==> config.mk <==
export PLATFORM = sky130hd
export DESIGN_NAME = uart_load_ctrl_flat
export DESIGN_NICKNAME = d
export VERILOG_FILES = /design/src/rtl/uart_load_pkg.sv /design/src/rtl/uart_load_ctrl_if.sv /design/src/rtl/uart_load_ctrl_sync_edge.sv /design/src/rtl/uart_load_ctrl.sv /design/src/flat_wrapper.sv
export SDC_FILE = /design/constraint.sdc
export NUM_CORES = 1
export LEC_CHECK = 0
export CAP_MARGIN = 5
export CORE_UTILIZATION = 44
export DETAILED_ROUTE_END_ITERATION = 7
export HOLD_SLACK_MARGIN = 0.12
export PLACE_DENSITY = 0.89
export REMOVE_ABC_BUFFERS = 1
export SLEW_MARGIN = 10
export SYNTH_ARGS = -nofsm -noshare
export SYNTH_HDL_FRONTEND = slang
export SYNTH_HIERARCHICAL = 1
export SYNTH_SLANG_ARGS = --single-unit
==> constraint.sdc <==
create_clock -name fpga_clk -period 3 [get_ports fpga_clk]
set_input_delay 0.3 -clock fpga_clk [delete_from_list [all_inputs] [get_ports fpga_clk]]
set_output_delay 0.3 -clock fpga_clk [all_outputs]
set_load 0.02 [all_outputs]
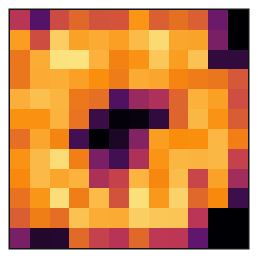
Run 1: placement density heat map
(2 px per um) The die is cut into 12 by 12 equal tiles; black is low, pale yellow is high, 0 to 100% covered.
emptiest ninth of the die: centre
mean over tiles: 62%
tiles over 75% full: 44%
nearly empty tiles: 5.6%
fullest tile: 94%
core utilization before placement: 0.453
CORE AREA: 13300 um2

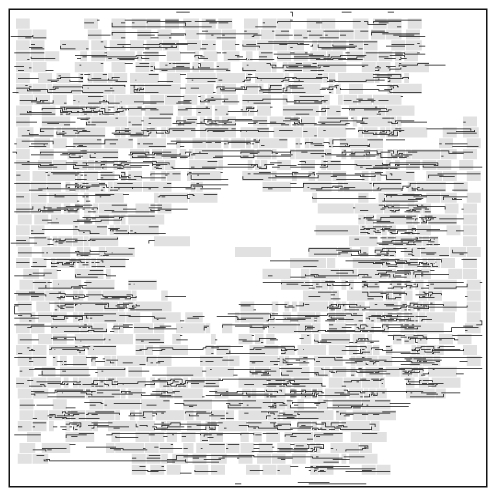
Run 1: met1 routing
(4 px per um) Cells faint in the background.
nets with wire on the layer: 874
wire length on this layer: 6520 um
longest straight run: 39.6 um
main direction: horizontal
total wire length after detailed routing: 16000 um
fraction of met1 tracks used by global routing: 0.259
via count: 5453

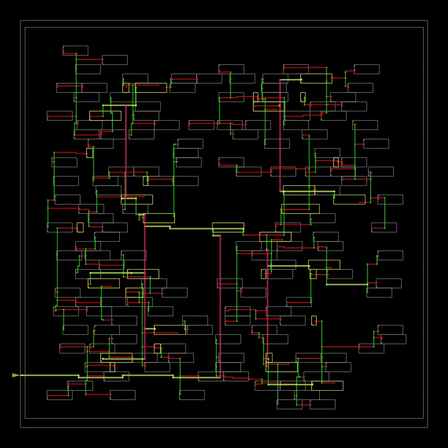
Run 1: clock nets
clkbuf count: 25
sequential cells: 145
clock insertion delay at the later pin of the skew report: 410 ps
clock network power: 1.90 mW

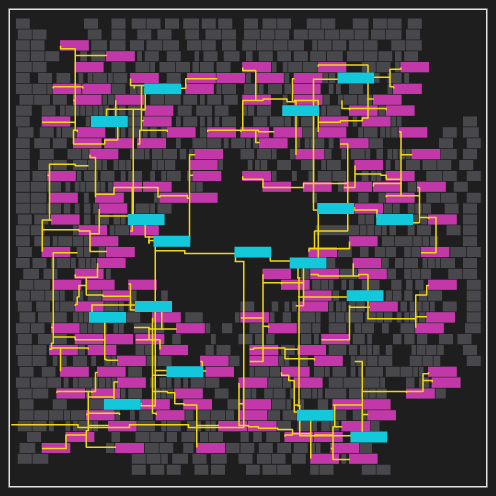
Run 1: clock network drawn from the DEF
(4 px per um)
[yellow] clock wires | length: 1660 um
[magenta] flip-flops | count: 145
[cyan] clock-net drivers | count: 17
flops lie: spread over the die
part of the total power dissipated in the clock network: 0.322
final worst clock skew: 5.87 ps

==> run notes, run 1 <==
* IO Port Bufs: 229
* power consumed by sequential cells: 2.04 mW
* final estimated routing congestion in global placement: 0.808
* Power Density: 656 nW/um2
* Non-clock buffer share: 0.264
* setup repair after global routing missed its margin: no
* achievable frequency: 0.366 GHz
* Via-to-Cell Ratio: 5.13
* uppermost routed layer: met4
* P&R area growth vs syn: 49.6%
* switching portion of total power: 0.291
* antenna-violating nets left: 0
* tightest hold margin: 432 ps
* Max rail drop VDD: 0.386 mV
* area of combinational cells with multiple inputs: 2930 um2
* width of the die: 119 um
* dpl cell area: 8480 um2
* ANT cells: 0
* Comb. pwr: 1.97 mW
* Filler cells: 1011
* sequential power share: 0.345
* antenna violations before repair: 0
* tightest slew margin relative to the limit: 0.366
* final worst-path setup slack: 270 ps
* PostCTS Resize Cnt: 0
* CP arrival: 2430 ps
* number of buffer and inverter instances along the worst setup path: 3
* tap cell count: 176
* slew at the pin closest to its max-slew limit: 951 ps
* most used cells in the layout excluding fill and tap cells: clkdlybuf4s50_1, dfxtp_1, nand2_1
* Worst R2R Setup Slack: 480 ps
* aggregate negative setup slack: 0 ps
* LEAKAGE: 3.26 nW
* number of endpoints failing setup at the final stage: 0
* Hold Path Class: reg2reg
* First-pass DRT Iterations: 5
* Critical Setup Path Class: reg2out
* CP Launch Type: flip-flop
* Total Nets Final: 1000
* total grt overflow: 0
* worst hold stages: 1
* Met2 Wirelength: 8250 um
* detailed-placement wirelength estimate: 11200 um
* Root Buffer: clkbuf_16
* maximum count of clock buffers along a single path: 2
* clock network share of area: 0.0583
* fraction of area in registers: 0.322
* layout cell share with drive strength beyond 1: 0.106
* number of inverters outside the clock class in the layout: 12
* Final min period: 2730 ps
* Critical Path Max Stage Delay: 550 ps
* count of maximum capacitance violations: 0
* switching power of the nets: 1.72 mW
* met3 WL: 962 um
* clock tree from TritonCTS: yes
* synthesized cell area: 6020 um2
* Non-Filler Instances: 1062
* Biggest consumer: registers
* average size of a mapped cell: 9.24 um2
* number of buffers inserted to repair setup after CTS: 0
* number of violations reported at the end of detailed-routing iteration 0: 376
* peak fanout along the critical path: 28
* fin util: 0.678
* Hold-fix buffers, CTS: 0
* Critical Path End Type: output port
* clock-pin slew on the worst setup and hold paths: 60 ps
* mi-comb count: 456
* post-place setup slack: 506 ps
* CP cell instances: inv_1 -> ha_2 -> buf_4 -> mux2_2 -> clkdlybuf4s50_1
* outcome: complete, no violations
* internal power of the cells: 4.19 mW
* post-detailed-route DRC marker count: 0
* number of warnings the tools reported: 32
* GRT met2 Usage: 0.410
* final instance area: 9010 um2
* vias in the first global route: 5337
* most frequently placed logic cell in the final layout: clkdlybuf4s50_1
* total global routing track utilization: 0.228
* cell class contributing the biggest share of worst-path delay: buffers and inverters
* worst endpoint required time: 2700 ps
* routed wirelength normalized by instance count: 15.1 um
* height of the die: 119 um
* number of signal-net buffers in the layout: 241
* CTS Buf Count: 17
* grt met3 use: 0.0546
--- run 2 (diff from run 1) ---
--- a/config.mk
+++ b/config.mk
@@ -8,6 +8,7 @@
 export CAP_MARGIN = 5
 export CORE_UTILIZATION = 44
 export DETAILED_ROUTE_END_ITERATION = 7
+export GPL_ROUTABILITY_DRIVEN = 0
 export HOLD_SLACK_MARGIN = 0.12
 export PLACE_DENSITY = 0.89
 export REMOVE_ABC_BUFFERS = 1
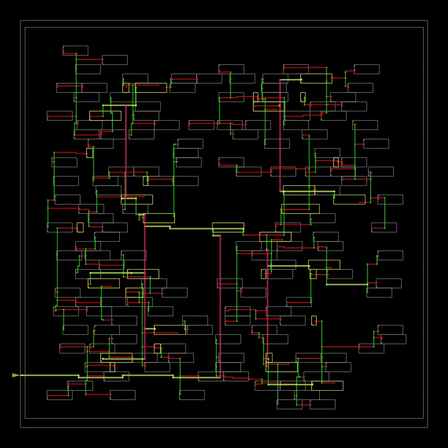
Run 2: clock nets
number of sinks on the clock net: 145
CTS Buf Count: 17

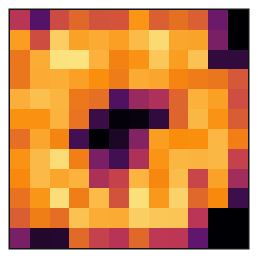
Run 2: placement density heat map
(2 px per um) The die is cut into 12 by 12 equal tiles; black is low, pale yellow is high, 0 to 100% covered.
fin util: 0.678

==> run 2 against run 1 <==
Maximum frequency unchanged. Sequential power about the same. Wire length unchanged. First-iteration DRC count unchanged. Combinational power about the same. Sequential share of layout area unchanged. Critical endpoint unchanged.
==> run notes, run 2 <==
* total grt overflow: 0, unchanged
* synthesized cell area: 6020 um2, unchanged
* width of the die: 119 um, unchanged
* CP arrival: 2430 ps, about the same
* post-place setup slack: 506 ps, unchanged
* setup repair after global routing missed its margin: no
* Met2 Wirelength: 8250 um, unchanged
* number of buffer and inverter instances along the worst setup path: 3, unchanged
* Biggest consumer: registers
* number of inverters outside the clock class in the layout: 12, unchanged
* routed wirelength normalized by instance count: 15.1 um, unchanged
* Filler cells: 1011, unchanged
* switching power of the nets: 1.72 mW, unchanged
* total global routing track utilization: 0.228, unchanged
* count of maximum capacitance violations: 0, unchanged
* met3 WL: 962 um, unchanged
* Root Buffer: clkbuf_16
* Critical Path Max Stage Delay: 550 ps, about the same
* Hold Path Class: reg2reg
* most frequently placed logic cell in the final layout: clkdlybuf4s50_1
* switching portion of total power: 0.291, unchanged
* Critical Setup Path Class: reg2out
* number of buffers inserted to repair setup after CTS: 0, unchanged
* average size of a mapped cell: 9.24 um2, unchanged
* cell class contributing the biggest share of worst-path delay: buffers and inverters
* post-detailed-route DRC marker count: 0, unchanged
* peak fanout along the critical path: 28, unchanged
* via count: 5453, unchanged
* sequential power share: 0.345, about the same
* worst endpoint required time: 2700 ps, about the same
* detailed-placement wirelength estimate: 11200 um, unchanged
* power consumed by sequential cells: 2.04 mW, about the same
* clock insertion delay at the later pin of the skew report: 410 ps, about the same
* sequential cells: 145, unchanged
* maximum number of pins on one net before global-route repair: 66
* Final min period: 2730 ps, unchanged
* PostCTS Resize Cnt: 0, unchanged
* worst hold stages: 1, unchanged
* outcome: complete, no violations
* Met1 Wirelength: 6520 um
* clock network share of area: 0.0583, unchanged
* slew at the pin closest to its max-slew limit: 951 ps, unchanged
* fraction of met1 tracks used by global routing: 0.259, unchanged
* IO Port Bufs: 229, unchanged
* most used cells in the layout excluding fill and tap cells: clkdlybuf4s50_1, dfxtp_1, nand2_1
* number of violations reported at the end of detailed-routing iteration 0: 376, unchanged
* number of warnings the tools reported: 32, unchanged
* First-pass DRT Iterations: 5, unchanged
* maximum count of clock buffers along a single path: 2, unchanged
* GRT met2 Usage: 0.410, unchanged
* Worst R2R Setup Slack: 480 ps, about the same
* area of combinational cells with multiple inputs: 2930 um2, unchanged
* internal power of the cells: 4.19 mW, unchanged
* P&R area growth vs syn: 49.6%, unchanged
* final instance area: 9010 um2, unchanged
* vias in the first global route: 5337, unchanged
* dominant class by area: logic gates
* number of signal-net buffers in the layout: 241, unchanged
* clock-pin slew on the worst setup and hold paths: 60 ps, about the same
* clock network power: 1.90 mW, about the same
* mi-comb count: 456, unchanged
* clock tree from TritonCTS: yes
* Comb. pwr: 1.97 mW, about the same
* LEAKAGE: 3.26 nW, unchanged
* Hold-fix buffers, CTS: 0, unchanged
* CORE AREA: 13300 um2, unchanged
* Non-Filler Instances: 1062, unchanged
* Critical Path End Type: output port
* Max rail drop VDD: 0.386 mV, unchanged
* final worst clock skew: 5.87 ps, unchanged
* antenna violations before repair: 0, unchanged
* clkbuf count: 25, unchanged
* grt met3 use: 0.0546, unchanged
* aggregate negative setup slack: 0 ps, unchanged
* Non-clock buffer share: 0.264, unchanged
* tap cell count: 176, unchanged
* uppermost routed layer: met4
* Total Nets Final: 1000, unchanged
* tightest slew margin relative to the limit: 0.366, unchanged
* final worst-path setup slack: 270 ps, unchanged
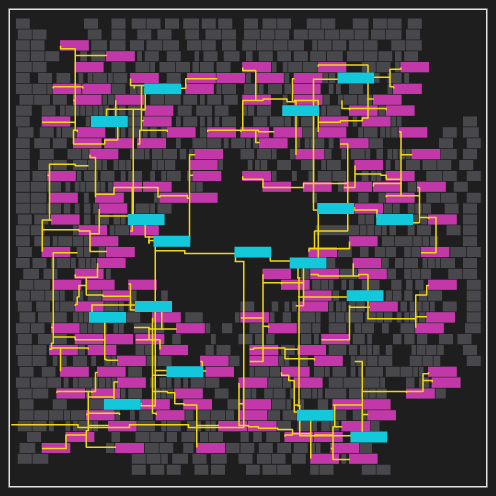
Run 2: clock network drawn from the DEF
(4 px per um)
[magenta] flip-flops | count: 145
[yellow] clock wires | length: 1660 um
[cyan] clock-net drivers | count: 17
routed clock nets: 18
flops lie: spread over the die

Power figures rest on the tool's default switching activity, not on a simulated workload.
